==> config.mk <==
export PLATFORM = sky130hd
export DESIGN_NAME = multi_result_collector
export DESIGN_NICKNAME = d
export VERILOG_FILES = /design/src/rtl/multi_result_collector.sv
export SDC_FILE = /design/constraint.sdc
export NUM_CORES = 1
export LEC_CHECK = 0
export CORE_ASPECT_RATIO = 0.5
export CORE_MARGIN = 10
export CORE_UTILIZATION = 46
export CTS_CLUSTER_DIAMETER = 150
export CTS_CLUSTER_SIZE = 8
export DETAILED_ROUTE_END_ITERATION = 12
export PLACE_DENSITY = 0.79
export SLEW_MARGIN = 15
export SYNTH_ARGS = -nofsm -noshare
export SYNTH_HDL_FRONTEND = slang
export SYNTH_SLANG_ARGS = --single-unit
==> constraint.sdc <==
create_clock -name clk -period 4.5 [get_ports clk]
set_input_delay 0.9 -clock clk [delete_from_list [all_inputs] [get_ports clk]]
set_output_delay 0.9 -clock clk [all_outputs]
set_load 0.03 [all_outputs]
==> src/rtl/multi_result_collector.sv <==
// rtl/multi_result_collector.sv - gathers one prediction per core, then streams them out in core order.
// Optional collect-phase timeout: define COLLECTOR_TIMEOUT_EN.
module multi_result_collector #(
   parameter int N              = 4,
   parameter int OUT_W          = 32,
   parameter int TIMEOUT_CYCLES = 1024,
   localparam int IDX_W         = (N > 1) ? $clog2(N) : 1
) (
   input  logic               clk,
   input  logic               rst,
   input  logic               start,
   input  logic [N-1:0]       core_done,
   input  logic [N*OUT_W-1:0] core_value,
   output logic               m_valid,
   input  logic               m_ready,
   output logic [OUT_W-1:0]   m_data,
   output logic [IDX_W-1:0]   m_idx,
   output logic               m_last,
   output logic               m_miss,
   output logic               busy,
   output logic               batch_done
);

   typedef enum logic [1:0] {
      IDLE    = 2'd0,
      COLLECT = 2'd1,
      DRAIN   = 2'd2,
      FIN     = 2'd3
   } state_t;

   localparam logic [IDX_W-1:0] LAST_IDX = IDX_W'(N - 1);

   state_t           state;
   state_t           state_n;
   logic [IDX_W-1:0] idx;
   logic [IDX_W-1:0] idx_n;
   logic [N-1:0]     done_q;
   logic [N-1:0]     flags;
   logic [N-1:0]     cap_ev;
   logic [OUT_W-1:0] buffer [N];
   logic             timeout_hit;
   logic             slot_miss;
   logic             in_drain;

   // A capture is a rising edge of the done level; a level already high at
   // COLLECT entry was registered into done_q earlier and never qualifies.
   assign cap_ev = core_done & ~done_q;

   always_ff @(posedge clk) begin
      if (rst) begin
         done_q <= '0;
      end else begin
         done_q <= core_done;
      end
   end

   always_ff @(posedge clk) begin
      if (rst) begin
         flags <= '0;
      end else if (state == IDLE && start) begin
         flags <= '0;
      end else if (state == COLLECT) begin
         flags <= flags | cap_ev;
      end
   end

   // Buffer is left unreset: every slot is either written or flagged missing
   // before DRAIN, and missing slots are masked at the output.
   always_ff @(posedge clk) begin
      for (int i = 0; i < N; i++) begin
         if (state == COLLECT && cap_ev[i] && !flags[i]) begin
            buffer[i] <= core_value[i*OUT_W +: OUT_W];
         end
      end
   end

`ifdef COLLECTOR_TIMEOUT_EN
   localparam int CNT_W = $clog2(TIMEOUT_CYCLES + 1);

   logic [CNT_W-1:0] cnt;

   always_ff @(posedge clk) begin
      if (rst) begin
         cnt <= '0;
      end else if (state == COLLECT) begin
         cnt <= cnt + 1'b1;
      end else begin
         cnt <= '0;
      end
   end

   assign timeout_hit = (cnt == CNT_W'(TIMEOUT_CYCLES - 1));
   assign slot_miss   = ~flags[idx];
`else
   logic unused_timeout;

   assign unused_timeout = (TIMEOUT_CYCLES == 0);
   assign timeout_hit    = 1'b0;
   assign slot_miss      = 1'b0;
`endif

   always_ff @(posedge clk) begin
      if (rst) begin
         state <= IDLE;
         idx   <= '0;
      end else begin
         state <= state_n;
         idx   <= idx_n;
      end
   end

   always_comb begin
      state_n = state;
      idx_n   = idx;
      case (state)
         IDLE: begin
            idx_n = '0;
            if (start) begin
               state_n = COLLECT;
            end
         end
         COLLECT: begin
            if ((&flags) || timeout_hit) begin
               state_n = DRAIN;
               idx_n   = '0;
            end
         end
         DRAIN: begin
            if (m_ready) begin
               if (idx == LAST_IDX) begin
                  state_n = FIN;
               end else begin
                  idx_n = idx + 1'b1;
               end
            end
         end
         FIN: begin
            state_n = IDLE;
            idx_n   = '0;
         end
         default: begin
            state_n = IDLE;
            idx_n   = '0;
         end
      endcase
   end

   // Outputs decode only state, idx, flags and buffer, so they hold during a stall.
   assign in_drain   = (state == DRAIN);
   assign m_valid    = in_drain;
   assign m_idx      = in_drain ? idx : '0;
   assign m_last     = in_drain && (idx == LAST_IDX);
   assign m_miss     = in_drain && slot_miss;
   assign m_data     = (in_drain && !slot_miss) ? buffer[idx] : '0;
   assign busy       = (state != IDLE);
   assign batch_done = (state == FIN);

endmodule
==> reports/qor.txt, run 1 <==
Vias in the first global route: 3683
Combinational cell area excluding buffers and inverters: 0.001286 sq mm
Number of violations of the max-capacitance limit: 0
WP data arrival: 2790 ps
Met1 routed wirelength after detailed routing: 5082 microns
Detailed-routed wire length on met3: 490 microns
Core Box Area: 0.01177 sq mm
Post-synthesis instance area: 0.005517 sq mm
Non-clock buffer instance count of the final layout: 178
GR met1 Demand/Resource: 17.29%
Routability congestion estimate: 0.7620
DRT Pass-1 Iters: 4
Highest clock rate: 0.2712 GHz
Share of post-route cells with drive strength above 1: 14.74%
Total GRT Usage: 16.94%
Multi-In Gates: 111
Slew Limit Headroom: 26.58%
Mean area per synthesized cell: 20.36 sq um
Post-detailed-route count of antenna-violating nets: 0
Via Count: 3172
Num rows: 28
Req. time, crit path: 3600 ps
Post-CTS clock slew at the launch and capture registers of the worst setup and hold paths: 60 ps
Detailed Place HPWL: 9795 microns
Post-detailed-route wirelength per cell: 22.09 microns
Number of nets at the end of the flow: 596
Relative area change from synthesis to final layout: 44.95%
CTS tree: done
Congestion Overflow GR: 0
Number of tapcells: 165
Initial drt markers: 189
Routed wire length on met2: 8049 microns
Synthesized registers: 142
Transition time at the pin with the least slew margin: 1099 ps
Hold-fix buffers at CTS: 0
Number of ordinary inverters in the final layout: 5
GR Util met3: 3.879%
Wire length of the first global-routing pass: 21730 microns
Most area-hungry cell class in the final design: sequential cells
Critical path class: flip-flop to output pin
Vias/cell: 5.011
Placed Instance Area: 0.007418 sq mm
Core Util at FP: 46.86%
Kind of start point of the critical path: flip-flop
Num CTS Buffers: 17
Clock Buffer Count: 17
Largest net degree at the start of global routing: 33
Stage-log warning count: 29
Design Power: 3.850 mW
Gates resized, CTS repair: 0
Warnings from Yosys: 0
Hold WC Path Type: flip-flop to flip-flop
Setup crit end kind: output pin
Power density cells: 481.4 mW/mm^2
Library cell with the largest summed area after synthesis: edfxtp_1
RSZ-0062 raised after global routing: false
Diode count: 0
Count of final setup violators: 0
Sink count of the clock tree: 142
Area of the synthesized netlist per yosys stat: 0.005517 sq mm
Buffer type at the clock tree root: clkbuf_16
Die Span Y: 97.44 microns
Maximum fanout encountered on the critical timing path: 20
Worst slack, placed: 1206 ps
Die Footprint: 0.01704 sq mm
Cell types occupying the most area after synthesis: edfxtp_1 70%, mux4_2 12%, dfxtp_1 5.1%
H-tree depth: 4
Bufs on Longest Clock Path: 2
Registers: 142
Total wire length after detailed routing: 13980 microns
Buffers inserted by post-CTS timing repair: 0
Final Max Slew Viols: 0
Seq/Total Area, Yosys: 74.76%
Remaining routing DRC violations: 0
Fraction of the cycle the final worst path needs: 81.94%
Cell area after layout: 0.007996 sq mm
Leakage dissipation: 2.666 nW
Status: finished, final reports clean
Met2 usage: 32.56%
Yosys top cell area share: 69.68%
Width of the die: 174.9 microns
Highest-count cells in the layout ignoring fill and taps: 173 x clkdlybuf4s50_1, 128 x edfxtp_1, 34 x and2_1
Area share of buffers outside the clock network: 22.28%
Ys cells: 271
Gate Count Post-Synth: 271
Total Neg Setup Slack: 0 ps
Skew final: 6.092 ps
Clock-cell share of area: 7.229%
Number of antenna violations at the first check in global routing: 0
Peak-usage layer in the global routing report: met2
Worst path setup slack after routing: 812.9 ps
Worst slack on hold paths: 525.0 ps
Mapped Nets: 412
Number of filler cells placed in the layout: 789
Clock latency at the later pin of the worst-skew pair: 400 ps
Netlist cell types: 30
Top Metal Used: met4
Final Critical Period: 3687 ps
Total instance count after detailed placement: 601
Peak VDD IR: 269.5 uV
Hold Vio Cnt, Final: 0
-- run 1: kinds of logic after synthesis --
| logic type | Yosys count | synth area share (%) |
|---|---|---|
| AND-OR/OR-AND | 14 | 1.928 |
| AND/OR/NAND/NOR | 58 | 6.351 |
| multiplexers | 33 | 13.38 |
| adder cells (fa/ha/maj) | 5 | 1.134 |
| flip-flops | 142 | 74.76 |
| other | 1 | 0.06798 |
| buffers and inverters | 18 | 2.382 |
-- run 1: synth_stat cells (all sizes together) --
cell	number
a21oi	1
buf	8
nand2	3
ha	5
mux2i	1
a211o	1
and3b	2
nor3	2
nand4	1
mux4	32
a221o	1
o21a	4
nor2b	7
and2	34
dfxtp	14
a22oi	1
conb	1
o32ai	2
clkbuf	5
inv	5
or2	1
edfxtp	128
a211oi	2
o22ai	2
nor2	3
nand2b	5
-- run 1: worst max-delay path, stage by stage (launching register included) --
cell and delay, ps:
dfxtp_2 810, buf_12 260, mux4_2 500, and2_1 180
clkdlybuf4s50_1 620
-- run 1: worst paths after layout --
path	start	to	slack [ps]	cells past startpoint
worst max register to register	state[1]$_SDFFE_PP0P_	buffer[0][9]$_DFFE_PP_	2260	4
worst min-delay path	state[1]$_SDFFE_PP0P_	state[1]$_SDFFE_PP0P_	530	2
worst min register to register	state[1]$_SDFFE_PP0P_	state[1]$_SDFFE_PP0P_	530	2
worst max-delay path	flip-flop	m_data[29]	810	4
-- run 1: state kept, by name (all words and copies together), names as in the netlist, named ones only --
register / flops
flags: 4
state: 2
buffer: 128
idx: 2
done_q: 4
-- run 1: report_power, final --
group	total, mW	switching, mW	internal, mW
Sequential	1.68	0.0549	1.62
Combinational	0.810	0.433	0.377
Clock	1.36	0.504	0.857
==> run_1/logic_types.png <==
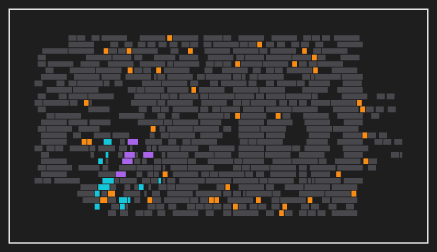
[and/or cells] orange | cells: 37 | most used: and2_1 | where: spread over the die
[nor cells] cyan | cells: 12 | most used: nor2b_1 | where: south-west
[fa/ha/maj cells] purple | cells: 5 | most used: ha_1
fraction of area in multi-input gates: 16.09%
commonest non-fill, non-tap cell in the layout: clkdlybuf4s50_1
number of standard cells in the final layout excluding fillers: 633

==> run_1/flops_by_reg.png <==
Bar = 50 microns.
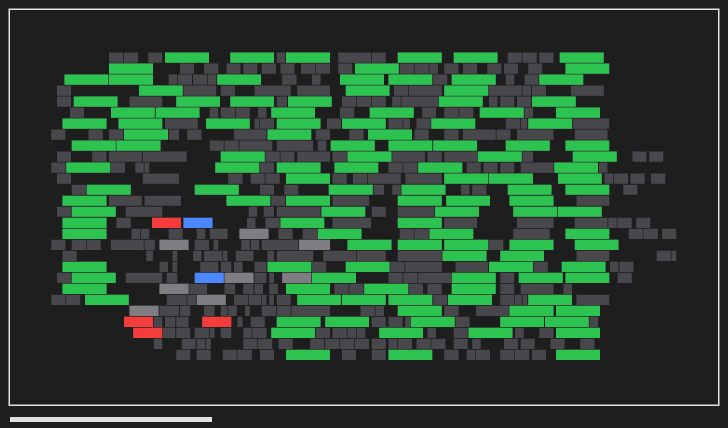
[done_q] red | sequential cells: 4 | where: south-west
[buffer] green | sequential cells: 128
[state] blue | sequential cells: 2
not colored: 8
Final Core Density: 67.93%
fraction of area in registers: 51.59%
total area of sequential cells: 0.004125 sq mm
Seq. pwr: 1.68 mW

==> run_1/io_fan.png <==
Bar = 50 microns.
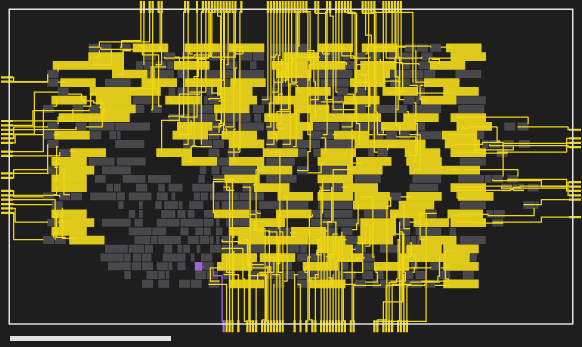
[m_last] purple | bits: 1 | direction: output | edge: south | end cells: 1 | buffers: 1 | wire: 20.2 microns
[core_value] yellow | bits: 128 | direction: input | edge: 58 north, 42 south, 18 west, 10 east | end cells: 128 | buffers: 128 | wire: 4890 microns
number of placed I/O pins: 175
buffers added on ports: 173

==> run 1 -> run 2 <==
- CORE_UTILIZATION: 46 -> 42
- PLACE_DENSITY: 0.79 -> 0.76
- clock period: 4.5 -> 3.3 ns (I/O delays scaled with it)
==> run_2/detail.png <==
Bar = 10 microns. Window x 33 to 58, y 13 to 38 microns. Cells in gray, sequential cells in the stronger gray; small squares are vias.
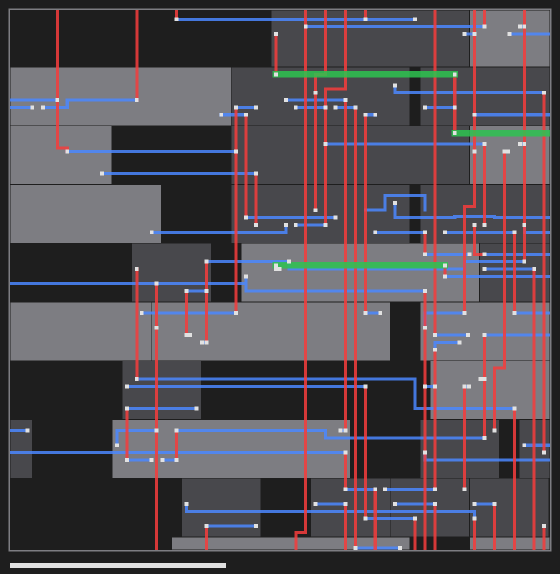
[metal 1] blue
[metal 3] green
[metal 2] red
netlist names of flops here include: buffer (8)
cells with their middle in the window: 23
most frequent: edfxtp_1 (8), clkdlybuf4s50_1 (8), mux4_2 (3)
sequential cells in the window: 8

==> run_2/flops_by_reg.png <==
Bar = 50 microns.
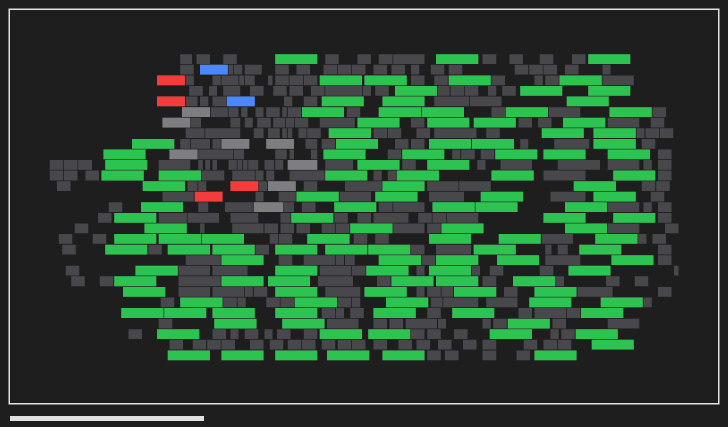
[state] blue | sequential cells: 2
[done_q] red | sequential cells: 4
[buffer] green | sequential cells: 128
not colored: 8
Final Core Density: 63.63%
fraction of area in registers: 50.78%
Seq. pwr: 2.27 mW

==> run_2/congestion.png <==
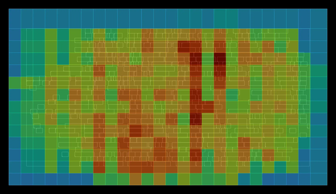
met2 usage: 30.21%
peak-usage layer in the global routing report: met2
GR Util met3: 3.728%

==> run 2 against run 1 <==
Net effect: clock-buffer cell count unchanged; clock power grew 46%; final area up 1.6%; worst setup slack worse by 580 ps; largest cell class unchanged.
==> reports/qor.txt, run 2 <==
Core Util at FP: 43.19% (-3.7 points)
Synthesized registers: 142 (unchanged)
Launch instance of the worst register-to-register path: state[1]$_SDFFE_PP0P_
DRT Pass-1 Iters: 4 (unchanged)
Post-CTS clock slew at the launch and capture registers of the worst setup and hold paths: 60 ps (about the same)
Status: finished, final reports clean
Most numerous cell types in the synthesized netlist: 128 x edfxtp_1, 34 x and2_1, 30 x mux4_2
Seq/Total Area, Yosys: 74.76% (unchanged)
Stage-log warning count: 29 (unchanged)
Setup crit end kind: output pin
Gates resized, CTS repair: 0 (unchanged)
Adder-cell area share of the yosys netlist: 1.134% (unchanged)
Number of nets at the end of the flow: 600 (+0.67%)
Width of the die: 182.1 microns (+4.1%)
Basic Gates by Area: 6.351% (unchanged)
Crit path cell chain: buf_4 -> mux4_2 -> and2_1 -> clkdlybuf4s50_1
Highest clock rate: 0.3264 GHz
Peak VDD IR: 353.1 uV (+31%)
Req. time, crit path: 2640 ps (-960 ps)
Fraction of the cycle the final worst path needs: 92.85%
Worst reg2reg path endpoint: buffer[0][7]$_DFFE_PP_
Buffer type at the clock tree root: clkbuf_16
Maximum fanout encountered on the critical timing path: 17 (-15%)
Commonest non-fill, non-tap cell in the layout: clkdlybuf4s50_1
Most frequently used cell type in the post-synthesis netlist: edfxtp_1
Relative area change from synthesis to final layout: 47.31%
Skew final: 6.325 ps (+0.2325 ps)
Post-detailed-route wirelength per cell: 22.08 microns (about the same)
Hold-fix buffers at CTS: 0 (unchanged)
Initial drt markers: 216 (+14%)
Design Power: 5.408 mW (+40%)
Hold WC Path Type: flip-flop to flip-flop
Multiplexer area fraction after synthesis: 13.38% (unchanged)
Hold Vio Cnt, Final: 0 (unchanged)
Clock latency at the later pin of the worst-skew pair: 410 ps (about the same)
Core Box Area: 0.01277 sq mm (+8.5%)
Bufs on Longest Clock Path: 2 (unchanged)
Detailed Place HPWL: 10110 microns (+3.3%)
Flop2flop setup slack: 1410 ps (-850 ps)
H-tree depth: 4 (unchanged)
Compound-cell area share of the yosys netlist: 1.928% (unchanged)
Via Count: 3141 (-0.98%)
Congestion Overflow GR: 0 (unchanged)
Netlist cell types: 30 (unchanged)
Buffers added on ports: 173 (unchanged)
CP Capture Point: m_data[15]
Total wire length after detailed routing: 14180 microns (+1.4%)
Final Max Slew Viols: 0 (unchanged)
Area of the synthesized netlist per yosys stat: 0.005517 sq mm (unchanged)
Buffers inserted by post-CTS timing repair: 0 (unchanged)
Most flop-heavy register: buffer
Number of violations of the max-capacitance limit: 0 (unchanged)
Number of placed I/O pins: 175 (unchanged)
Final Critical Period: 3064 ps
Mean area per synthesized cell: 20.36 sq um (unchanged)
Cell types occupying the most area after synthesis: edfxtp_1 70%, mux4_2 12%, dfxtp_1 5.1%
Logic family by area: multiplexers
Warnings from Yosys: 0 (unchanged)
Sink count of the clock tree: 142 (unchanged)
Remaining routing DRC violations: 0 (unchanged)
Vias/cell: 4.893 (-2.4%)
Die Footprint: 0.01840 sq mm (+8.0%)
Total GRT Usage: 15.59% (-1.3 points)
Stage delay of the slowest cell on the critical path: 590 ps (-220 ps)
Mapped Nets: 412 (unchanged)
Num CTS Buffers: 17 (unchanged)
Post-synthesis instance area: 0.005517 sq mm (unchanged)
Leakage dissipation: 2.707 nW (+1.5%)
CTS tree: done
Gate Count Post-Synth: 271 (unchanged)
Worst-path cell with the longest stage delay: clkdlybuf4s50_1
RSZ-0062 raised after global routing: false
Largest registers: buffer: 128 flops, done_q: 4 flops, flags: 4 flops
Number of filler cells placed in the layout: 912 (+16%)
Number of antenna violations at the first check in global routing: 0 (unchanged)
Wire length of the first global-routing pass: 21270 microns (-2.1%)
Number of standard cells in the final layout excluding fillers: 642 (+1.4%)
Worst path setup slack after routing: 235.9 ps (-577.0 ps)
Yosys top cell area share: 69.68% (unchanged)
Worst Reg2Reg Path Length in Cells: 5 (+1)
Worst slack, placed: 629.1 ps (-577.0 ps)
Highest-count cells in the layout ignoring fill and taps: 173 x clkdlybuf4s50_1, 128 x edfxtp_1, 34 x and2_1
Ys cells: 271 (unchanged)
Library cell with the largest summed area after synthesis: edfxtp_1
Cell count along the critical path: 4 (unchanged)
Num rows: 29 (+3.6%)
Power density cells: 665.4 mW/mm^2 (+38%)
WP data arrival: 2400 ps (-390 ps)
Kind of start point of the critical path: flip-flop
Placed Instance Area: 0.007506 sq mm (+1.2%)
Vias in the first global route: 3595 (-2.4%)
Post-synthesis xor/xnor area fraction: 0% (unchanged)
Die Span Y: 101.0 microns (+3.7%)
Worst slack on hold paths: 536.0 ps (+10.95 ps)
Post-detailed-route count of antenna-violating nets: 0 (unchanged)
Total Neg Setup Slack: 0 ps (unchanged)
Worst path buffer plus inverter count: 2 (unchanged)
Number of enable-type register cells in the synthesized netlist: 128 (unchanged)
Count of final setup violators: 0 (unchanged)
Dominant synthesized flop cell: edfxtp_1
Total instance count after detailed placement: 610 (+1.5%)
Cell area after layout: 0.008127 sq mm (+1.6%)
Routability congestion estimate: 0.7931 (+4.1%)
Max FFs per register: 128 (unchanged)
Dominant delay contributor by cell family on the critical path: buffers and inverters
Share of post-route cells with drive strength above 1: 16.10% (+1.4 points)
Largest net degree at the start of global routing: 40 (+21%)
Diode count: 0 (unchanged)
Critical path class: flip-flop to output pin
Async S/R FF share, synth: 0% (unchanged)
run 2: cell counts after synthesis:
No cell type changed its count.
run 2: layout make-up:
| type | instances | area [sq um] | area share (%) |
|---|---|---|---|
| Sequential cell | 142 | 4126 | 50.78 |
| Timing Repair Buffer | 182 | 1849 | 22.76 |
| Multi-Input combinational cell | 111 | 1299 | 15.98 |
| Clock buffer | 17 | 425.4 | 5.235 |
| Tap cell | 170 | 212.7 | 2.617 |
| Clock inverter | 15 | 195.2 | 2.402 |
| Inverter | 5 | 18.77 | 0.2309 |
run 2: layer usage:
layer | vias to the layer above | track usage, % | share of wire [%]
li1 | 1449 | - | -
met1 | 1594 | 16.24 | 38
met2 | 81 | 30.21 | 57
met3 | 17 | 3.728 | 3.7
met4 | 0 | 5.594 | 1.5
met5 | - | 0 | 0
run 2: worst min-delay path by stage:
stage                          startpoint  slack, ps                     to  depth (start not counted)
finish                idx[0]$_SDFFE_PP0P_        540              flip-flop                          2
global route          idx[1]$_SDFFE_PP0P_        560    idx[1]$_SDFFE_PP0P_                          2
CTS                   idx[1]$_SDFFE_PP0P_        540    idx[1]$_SDFFE_PP0P_                          2
detailed placement    idx[1]$_SDFFE_PP0P_        530              flip-flop                          2
global placement    state[1]$_SDFFE_PP0P_        510  state[1]$_SDFFE_PP0P_                          2
floorplan           flags[0]$_SDFFE_PP0N_        460  flags[0]$_SDFFE_PP0N_                          1
run 2: power by group:
| group | internal [mW] | switching [mW] | leakage (nW) |
|---|---|---|---|
| combinational | 0.537 | 0.611 | 1.13 |
| clock | 1.26 | 0.727 | 0.294 |
| sequential | 2.21 | 0.0617 | 1.28 |
run 2: cells by family after synthesis:
logic type	count (synthesis)
buf+inv	18
simple gates	58
compound gates	14
flops	142
fa+ha+maj	5
other cells	1
mux	33
==> run 2 -> run 3 <==
- CTS_CLUSTER_DIAMETER: 150 -> not set
- SKIP_LAST_GASP: not set -> 1
- SLEW_MARGIN: 15 -> not set
==> run_3/logic_types.png <==
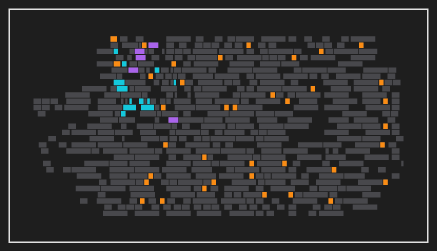
[nor cells] cyan | cells: 12 | most used: nor2b_1
[and/or cells] orange | cells: 37 | most used: and2_1
[fa/ha/maj cells] purple | cells: 5 | most used: ha_1
number of standard cells in the final layout excluding fillers: 642
fraction of area in multi-input gates: 15.98%

==> run_3/flops_by_reg.png <==
Bar = 50 microns.
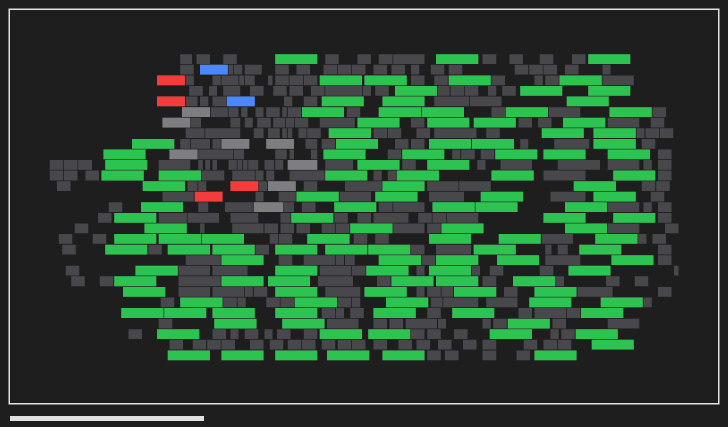
[state] blue | sequential cells: 2
[done_q] red | sequential cells: 4
[buffer] green | sequential cells: 128
not colored: 8
total area of sequential cells: 0.004126 sq mm

==> run_3/congestion.png <==
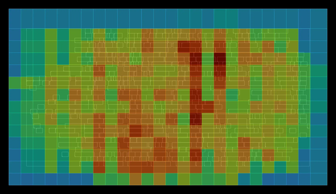
GR met1 Demand/Resource: 16.24%
Total GRT Usage: 15.59%
post-detailed-route wirelength per cell: 22.08 microns

==> run 3 against run 2 <==
Net effect: area after synthesis stayed put; global-route usage stayed put; cell count unchanged; critical endpoint unchanged; via count stayed put; sequential power about the same; synthesized cell count unchanged; worst setup slack is the same; wire length is the same; register-to-register slack about the same; power stayed put; first-iteration DRC count did not move.
==> reports/qor.txt, run 3 <==
Num rows: 29 (unchanged)
Final Critical Period: 3064 ps (unchanged)
Post-synthesis xor/xnor area fraction: 0% (unchanged)
Basic Gates by Area: 6.351% (unchanged)
Dominant synthesized flop cell: edfxtp_1
Status: finished, final reports clean
Max FFs per register: 128 (unchanged)
Via Count: 3141 (unchanged)
Gates resized, CTS repair: 0 (unchanged)
H-tree depth: 4 (unchanged)
Width of the die: 182.1 microns (unchanged)
Worst-path cell with the longest stage delay: clkdlybuf4s50_1
Vias in the first global route: 3595 (unchanged)
Buffers added on ports: 173 (unchanged)
Sink count of the clock tree: 142 (unchanged)
Relative area change from synthesis to final layout: 47.31% (unchanged)
Power density cells: 665.4 mW/mm^2 (unchanged)
Skew final: 6.325 ps (unchanged)
Warnings from Yosys: 0 (unchanged)
Worst path buffer plus inverter count: 2 (unchanged)
Final Max Slew Viols: 0 (unchanged)
Commonest non-fill, non-tap cell in the layout: clkdlybuf4s50_1
Hold-fix buffers at CTS: 0 (unchanged)
Most flop-heavy register: buffer
Seq/Total Area, Yosys: 74.76% (unchanged)
Total Neg Setup Slack: 0 ps (unchanged)
Ys cells: 271 (unchanged)
Highest clock rate: 0.3264 GHz (unchanged)
Number of violations of the max-capacitance limit: 0 (unchanged)
Hold WC Path Type: flip-flop to flip-flop
Peak VDD IR: 353.1 uV (unchanged)
Core Util at FP: 43.19% (unchanged)
Number of filler cells placed in the layout: 912 (unchanged)
WP data arrival: 2400 ps (about the same)
Total wire length after detailed routing: 14180 microns (unchanged)
Synthesized registers: 142 (unchanged)
Congestion Overflow GR: 0 (unchanged)
Core Box Area: 0.01277 sq mm (unchanged)
Design Power: 5.408 mW (unchanged)
Dominant delay contributor by cell family on the critical path: buffers and inverters
Stage delay of the slowest cell on the critical path: 590 ps (about the same)
Vias/cell: 4.893 (unchanged)
CTS tree: done
Async S/R FF share, synth: 0% (unchanged)
Most numerous cell types in the synthesized netlist: 128 x edfxtp_1, 34 x and2_1, 30 x mux4_2
Stage-log warning count: 29 (unchanged)
Initial drt markers: 216 (unchanged)
Buffers inserted by post-CTS timing repair: 0 (unchanged)
Adder-cell area share of the yosys netlist: 1.134% (unchanged)
Post-detailed-route count of antenna-violating nets: 0 (unchanged)
Req. time, crit path: 2640 ps (about the same)
Logic family by area: multiplexers
Number of placed I/O pins: 175 (unchanged)
Die Footprint: 0.01840 sq mm (unchanged)
Num CTS Buffers: 17 (unchanged)
Routability congestion estimate: 0.7931 (unchanged)
Share of post-route cells with drive strength above 1: 16.10% (unchanged)
Hold Vio Cnt, Final: 0 (unchanged)
Leakage dissipation: 2.707 nW (unchanged)
Die Span Y: 101.0 microns (unchanged)
Yosys top cell area share: 69.68% (unchanged)
Buffer type at the clock tree root: clkbuf_16
Maximum fanout encountered on the critical timing path: 17 (unchanged)
Compound-cell area share of the yosys netlist: 1.928% (unchanged)
Clock latency at the later pin of the worst-skew pair: 410 ps (about the same)
Remaining routing DRC violations: 0 (unchanged)
DRT Pass-1 Iters: 4 (unchanged)
Most frequently used cell type in the post-synthesis netlist: edfxtp_1
Bufs on Longest Clock Path: 2 (unchanged)
Number of antenna violations at the first check in global routing: 0 (unchanged)
Post-CTS clock slew at the launch and capture registers of the worst setup and hold paths: 60 ps (about the same)
RSZ-0062 raised after global routing: false
Detailed Place HPWL: 10110 microns (unchanged)
Count of final setup violators: 0 (unchanged)
Mean area per synthesized cell: 20.36 sq um (unchanged)
Number of enable-type register cells in the synthesized netlist: 128 (unchanged)
Highest-count cells in the layout ignoring fill and taps: 173 x clkdlybuf4s50_1, 128 x edfxtp_1, 34 x and2_1
Diode count: 0 (unchanged)
Multiplexer area fraction after synthesis: 13.38% (unchanged)
Gate Count Post-Synth: 271 (unchanged)
Crit path cell chain: buf_4 -> mux4_2 -> and2_1 -> clkdlybuf4s50_1
Largest registers: buffer: 128 flops, done_q: 4 flops, flags: 4 flops
Critical path class: flip-flop to output pin
Fraction of the cycle the final worst path needs: 92.85% (unchanged)
Cell types occupying the most area after synthesis: edfxtp_1 70%, mux4_2 12%, dfxtp_1 5.1%
Setup crit end kind: output pin
Netlist cell types: 30 (unchanged)
Largest net degree at the start of global routing: 40 (unchanged)
Wire length of the first global-routing pass: 21270 microns (unchanged)
Number of nets at the end of the flow: 600 (unchanged)
Mapped Nets: 412 (unchanged)
Library cell with the largest summed area after synthesis: edfxtp_1
Kind of start point of the critical path: flip-flop
Area of the synthesized netlist per yosys stat: 0.005517 sq mm (unchanged)
Worst slack on hold paths: 536.0 ps (unchanged)
Post-synthesis instance area: 0.005517 sq mm (unchanged)
## run 3: tightest hold or removal path: stages, from the launching register on
cell	delay, ps
dfxtp_1	330
nand2b_1	90
o22ai_1	70
## run 3: worst paths after layout
| check | startpoint | endpoint | slack, ps | cells after the start |
|---|---|---|---|---|
| worst min-delay path | idx[0]$_SDFFE_PP0P_ | flip-flop | 540 | 2 |
| worst max-delay path | flip-flop | m_data[15] | 240 | 4 |
| worst min register to register | idx[0]$_SDFFE_PP0P_ | flip-flop | 540 | 2 |
| worst max register to register | state[1]$_SDFFE_PP0P_ | buffer[0][7]$_DFFE_PP_ | 1410 | 5 |
## run 3: power breakdown
part / switching, mW / internal (mW) / total (mW)
Clock: 0.727 / 1.26 / 1.99
Combinational: 0.611 / 0.537 / 1.15
Sequential: 0.0617 / 2.21 / 2.27
## run 3: per-stage QoR
| step | std cells | utilization [%] | setup WS (ps) | cell area, sq um |
|---|---|---|---|---|
| floorplan | 271 | - | 582.8 | 5527 |
| global placement | 610 | 58.77 | 644.9 | 7506 |
| detailed placement | 610 | 58.77 | 629.1 | 7506 |
| CTS | 642 | 63.63 | 188.0 | 8127 |
| global route | 642 | 63.63 | 114.0 | 8127 |
| finish | 642 | 63.63 | 235.9 | 8127 |
## run 3: area by class of cell
type                    instances  area, sq um  area share [%]
repair buffers                182         1849           22.76
well taps                     170        212.7           2.617
flip-flops and latches        142         4126           50.78
clock inverters                15        195.2           2.402
multi-input cells             111         1299           15.98
inverters                       5        18.77          0.2309
clock buffers                  17        425.4           5.235
## run 3: routing by layer
metal	vias to the layer above	routed length, microns	track usage (%)
met2	81	8058	30.21
met3	17	526	3.728
met1	1594	5386	16.24
met4	0	206	5.594
li1	1449	-	-
met5	-	0	0
Power is estimated from default activity; no workload was simulated.
